## src/rtl/branch_resolve_unit_pkg.sv

```systemverilog
// Shared types and constants for the branch resolve unit.
// The entry struct is the unit of storage in the BTB update queue.
package branch_resolve_unit_pkg;

    localparam logic [31:0] PC_INCR = 32'd4;
    localparam int          CNT_W   = 16;

    typedef struct packed {
        logic [31:0] pc;
        logic        taken;
        logic [31:0] target;
    } bru_entry_t;

    // A taken branch whose target differs from the prediction also counts as wrong
    function automatic logic is_mispredict(input logic        taken,
                                           input logic        pred_taken,
                                           input logic [31:0] target,
                                           input logic [31:0] pred_target);
        return (pred_taken != taken) || (taken && pred_taken && (pred_target != target));
    endfunction

endpackage

```

## src/rtl/branch_resolve_unit_fifo.sv

```systemverilog
// Synchronous FIFO, DEPTH a power of two; head data read combinationally from storage.
// Push ignored when full, pop ignored when empty; storage itself is not reset.
module bru_fifo #(
    parameter int DEPTH = 4,
    parameter int WIDTH = 65
) (
    input  logic             i_clk,
    input  logic             i_rst_n,
    input  logic             i_push,
    input  logic [WIDTH-1:0] i_push_dat,
    input  logic             i_pop,
    output logic [WIDTH-1:0] o_pop_dat,
    output logic             o_full,
    output logic             o_empty
);
    localparam int             AW       = (DEPTH > 1) ? $clog2(DEPTH) : 1;
    localparam logic [AW-1:0]  PTR_ONE  = AW'(1);
    localparam logic [AW:0]    CNT_ONE  = (AW+1)'(1);
    localparam logic [AW:0]    CNT_FULL = (AW+1)'(DEPTH);

    logic [WIDTH-1:0] r_mem [DEPTH];
    logic [AW-1:0]    r_wr_ptr;
    logic [AW-1:0]    r_rd_ptr;
    logic [AW:0]      r_count;
    logic             w_push;
    logic             w_pop;

    assign o_full    = (r_count == CNT_FULL);
    assign o_empty   = (r_count == '0);
    assign w_push    = i_push && !o_full;
    assign w_pop     = i_pop && !o_empty;
    assign o_pop_dat = r_mem[r_rd_ptr];

    always_ff @(posedge i_clk) begin
        if (w_push) begin
            r_mem[r_wr_ptr] <= i_push_dat;
        end
    end

    // Pointers wrap naturally because DEPTH is a power of two
    always_ff @(posedge i_clk or negedge i_rst_n) begin
        if (!i_rst_n) begin
            r_wr_ptr <= '0;
            r_rd_ptr <= '0;
            r_count  <= '0;
        end else begin
            if (w_push) r_wr_ptr <= r_wr_ptr + PTR_ONE;
            if (w_pop)  r_rd_ptr <= r_rd_ptr + PTR_ONE;
            case ({w_push, w_pop})
                2'b10:   r_count <= r_count + CNT_ONE;
                2'b01:   r_count <= r_count - CNT_ONE;
                default: r_count <= r_count;
            endcase
        end
    end

endmodule

```

## src/rtl/branch_resolve_unit.sv

```systemverilog
// Resolves branches from execute: one-cycle flush/redirect on mispredict, queues BTB updates.
// Latency: flush 1 cycle after accept, BTB write earliest 1 cycle after accept; ex_ready = !full.
module branch_resolve_unit
    import branch_resolve_unit_pkg::*;
#(
    parameter int DEPTH = 4
) (
    input  logic             bru_clk,
    input  logic             bru_reset,
    input  logic             bru_ex_valid,
    input  logic [31:0]      bru_ex_pc,
    input  logic             bru_ex_taken,
    input  logic [31:0]      bru_ex_target,
    input  logic             bru_ex_pred_taken,
    input  logic [31:0]      bru_ex_pred_target,
    output logic             bru_ex_ready,
    input  logic             bru_btb_ready,
    output logic             bru_btb_write,
    output logic             bru_btb_branch_taken,
    output logic [31:0]      bru_btb_new_pc,
    output logic [31:0]      bru_btb_data,
    output logic             bru_flush,
    output logic [31:0]      bru_redirect_pc,
    output logic [CNT_W-1:0] bru_mispredict_count
);
    localparam logic [CNT_W-1:0] CNT_MAX = '1;
    localparam logic [CNT_W-1:0] CNT_INC = CNT_W'(1);

    logic       w_full;
    logic       w_empty;
    logic       w_accept;
    logic       w_pop;
    logic       w_mispredict;
    bru_entry_t w_push_dat;
    bru_entry_t w_head;

    logic             r_flush;
    logic [31:0]      r_redirect_pc;
    logic [CNT_W-1:0] r_mispredict_count;

    assign bru_ex_ready  = !w_full;
    assign bru_btb_write = !w_empty;
    assign w_accept      = bru_ex_valid && bru_ex_ready;
    assign w_pop         = bru_btb_write && bru_btb_ready;
    assign w_mispredict  = w_accept && is_mispredict(bru_ex_taken, bru_ex_pred_taken,
                                                     bru_ex_target, bru_ex_pred_target);

    assign w_push_dat = '{pc: bru_ex_pc, taken: bru_ex_taken, target: bru_ex_target};

    bru_fifo #(
        .DEPTH (DEPTH),
        .WIDTH ($bits(bru_entry_t))
    ) u_fifo (
        .i_clk      (bru_clk),
        .i_rst_n    (bru_reset),
        .i_push     (w_accept),
        .i_push_dat (w_push_dat),
        .i_pop      (w_pop),
        .o_pop_dat  (w_head),
        .o_full     (w_full),
        .o_empty    (w_empty)
    );

    assign bru_btb_new_pc       = w_head.pc;
    assign bru_btb_branch_taken = w_head.taken;
    assign bru_btb_data         = w_head.target;

    // Redirect only meaningful while flush is high, so it simply holds otherwise
    always_ff @(posedge bru_clk or negedge bru_reset) begin
        if (!bru_reset) begin
            r_flush            <= 1'b0;
            r_redirect_pc      <= '0;
            r_mispredict_count <= '0;
        end else begin
            r_flush <= w_mispredict;
            if (w_mispredict) begin
                r_redirect_pc <= bru_ex_taken ? bru_ex_target : (bru_ex_pc + PC_INCR);
                if (r_mispredict_count != CNT_MAX) begin
                    r_mispredict_count <= r_mispredict_count + CNT_INC;
                end
            end
        end
    end

    assign bru_flush            = r_flush;
    assign bru_redirect_pc      = r_redirect_pc;
    assign bru_mispredict_count = r_mispredict_count;

endmodule

```

## config.mk

```make
export PLATFORM = sky130hd
export DESIGN_NAME = branch_resolve_unit
export DESIGN_NICKNAME = d
export VERILOG_FILES = /design/src/rtl/branch_resolve_unit_pkg.sv /design/src/rtl/branch_resolve_unit_fifo.sv /design/src/rtl/branch_resolve_unit.sv
export SDC_FILE = /design/constraint.sdc
export NUM_CORES = 1
export LEC_CHECK = 0
export CAP_MARGIN = 20
export CORE_ASPECT_RATIO = 1.5
export CORE_UTILIZATION = 48
export DETAILED_ROUTE_END_ITERATION = 16
export PLACE_DENSITY = 0.75
export SLEW_MARGIN = 10
export SYNTH_ARGS = -nofsm -noshare
export SYNTH_HDL_FRONTEND = slang
export SYNTH_SLANG_ARGS = --single-unit
```

## constraint.sdc

```tcl
create_clock -name bru_clk -period 3.3 [get_ports bru_clk]
set_clock_uncertainty 0.1 [all_clocks]
set_input_delay 0.33 -clock bru_clk [delete_from_list [all_inputs] [get_ports bru_clk]]
set_output_delay 0.33 -clock bru_clk [all_outputs]
set_load 0.05 [all_outputs]
```

Metal 1:
(2 px per um) Supply wires on this layer in gray. Cells faint in the background.
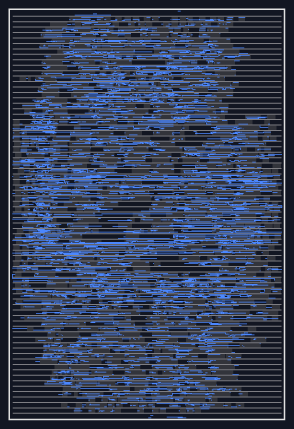
wire length on this layer: 12100 um
nets with wire on the layer: 940
main direction: horizontal
longest straight run: 54.7 um
met1 demand-to-capacity share in global routing: 28.85%
total detailed-routing wirelength: 30800 um
DR vias: 7337

Met2 routing:
(2 px per um)
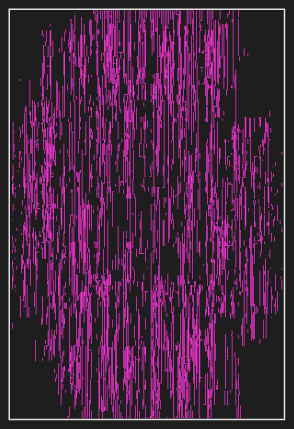
share of all routed wire: 53%
longest straight run: 91.8 um
met2 track utilization from global routing: 38.89%

Met3 routing:
(3 px per um) Cells faint in the background.
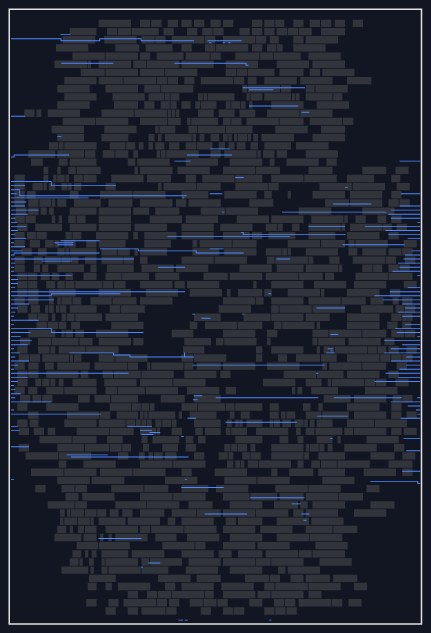
nets with wire on the layer: 152
longest straight run: 57.7 um
main direction: horizontal
global-route met3 utilization: 4.117%

==> run summary <==
The layout was made with Yosys and OpenROAD.

The flow ran to the end, and the final reports show no timing, DRC or antenna violations. The total power divided by cell area is 963.0 nW/um2. The total of warnings raised by yosys is 0.

Based on the critical path, the design can be clocked at up to 313.2 MHz. The final max-slew violation count recorded for this run is 0. Buffers placed on the I/O ports in this run total approximately 220. Per the final layout report, the fraction of cells sized above drive strength 1 comes to 20.41%. In this run the post-CTS setup repair buffer count came out at 0. The yosys cell count is 712. The source of the worst register-to-register timing path is bru_mispredict_count[0]$_DFFE_PN0P_. The maximum buffer depth of the clock tree is 3. The worst-case IR drop observed on VDD is ~660 uV. Per STA, the worst path is made up of buf_4 > mux4_2 > clkdlybuf4s50_1. The category of the worst setup path capture point is an output port. edfxtp_1 takes more of the synthesized area than any other cell. The count of routing violations after the opening detailed-route iteration is 583. The total number of clock tree sinks is 316.

The termination of the worst setup path is bru_btb_new_pc[4]. For reference, the top cells by count after synthesis are edfxtp_1, mux4_2, xor2_1, dfrtp_1, nand2_1. The worst setup path is launched from a flip-flop. The type of the worst min-delay path is in -> async.

The number of CTS-inserted buffers is 28.
The metal 4 layer:
(2 px per um) Supply wires on this layer in gray. Cells faint in the background.
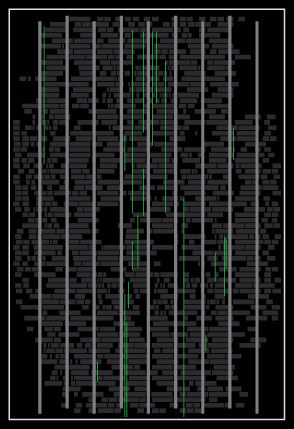
share of all routed wire: 2.5%
nets with wire on the layer: 12
longest straight run: 109 um
wire length on this layer: 779 um

Congestion heat map:
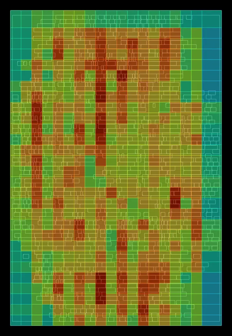
routing layer with the top usage in global route: met2
post-layout util: 63.60%
Avg WL per Cell: 23.26 um

-- metrics by stage --
stage	total power, uW	hold WS [ns]	utilization, %	worst slack, ns	area (um2)
after floorplan	10520	-0.06559	-	0.2190	13110
after global placement	13020	0.1847	59.61	0.09143	15900
after detailed placement	13090	0.1932	59.61	0.05290	15900
after CTS	16520	0.1480	63.32	0.03391	16890
after global routing	16920	0.1800	63.60	0.001491	16960
final	16340	0.1547	63.60	0.1077	16960
-- area by class of cell --
type                            instances  area (um2)  share of cell area, %
Sequential cell                       316        9216                  54.33
Antenna cell                            2       5.005                0.02951
Inverter                                9       33.78                 0.1992
Timing Repair Buffer                  249        2557                  15.08
Clock inverter                         18       225.2                  1.328
Clock buffer                           34       754.5                  4.448
Multi-Input combinational cell        359        3749                  22.10
Tap cell                              337       421.7                  2.486
-- flip-flops by register name (all words and copies together), names as in the netlist --
| signal | count |
|---|---|
| u_fifo.r_count | 3 |
| bru_redirect_pc | 32 |
| bru_mispredict_count | 16 |
| u_fifo.r_wr_ptr | 2 |
| u_fifo.r_rd_ptr | 2 |
| bru_flush | 1 |
| u_fifo.r_mem | 260 |
-- worst reg2reg max path, stage by stage (launching register included) --
cell	delay, ns
dfrtp_1	0.42
ha_1	0.22
nand3_1	0.10
or2_2	0.35
o41ai_1	0.85
a211oi_1	0.13
xor2_1	0.19
-- metal layers --
metal | GRT usage (%) | routed length [um] | share of wire, %
met5 | 0 | 0 | 0
met4 | 7.496 | 779 | 2.5
met3 | 4.117 | 1778 | 5.8
met2 | 38.89 | 16190 | 53
met1 | 28.85 | 12050 | 39
-- where the power goes --
| part | switching [uW] | total, uW | internal (uW) |
|---|---|---|---|
| combinational | 4470 | 7160 | 2690 |
| sequential | 466 | 5750 | 5280 |
| clock | 1460 | 3420 | 1970 |
| total | 6390 | 16300 | 9940 |
Power is estimated from default activity; no workload was simulated.
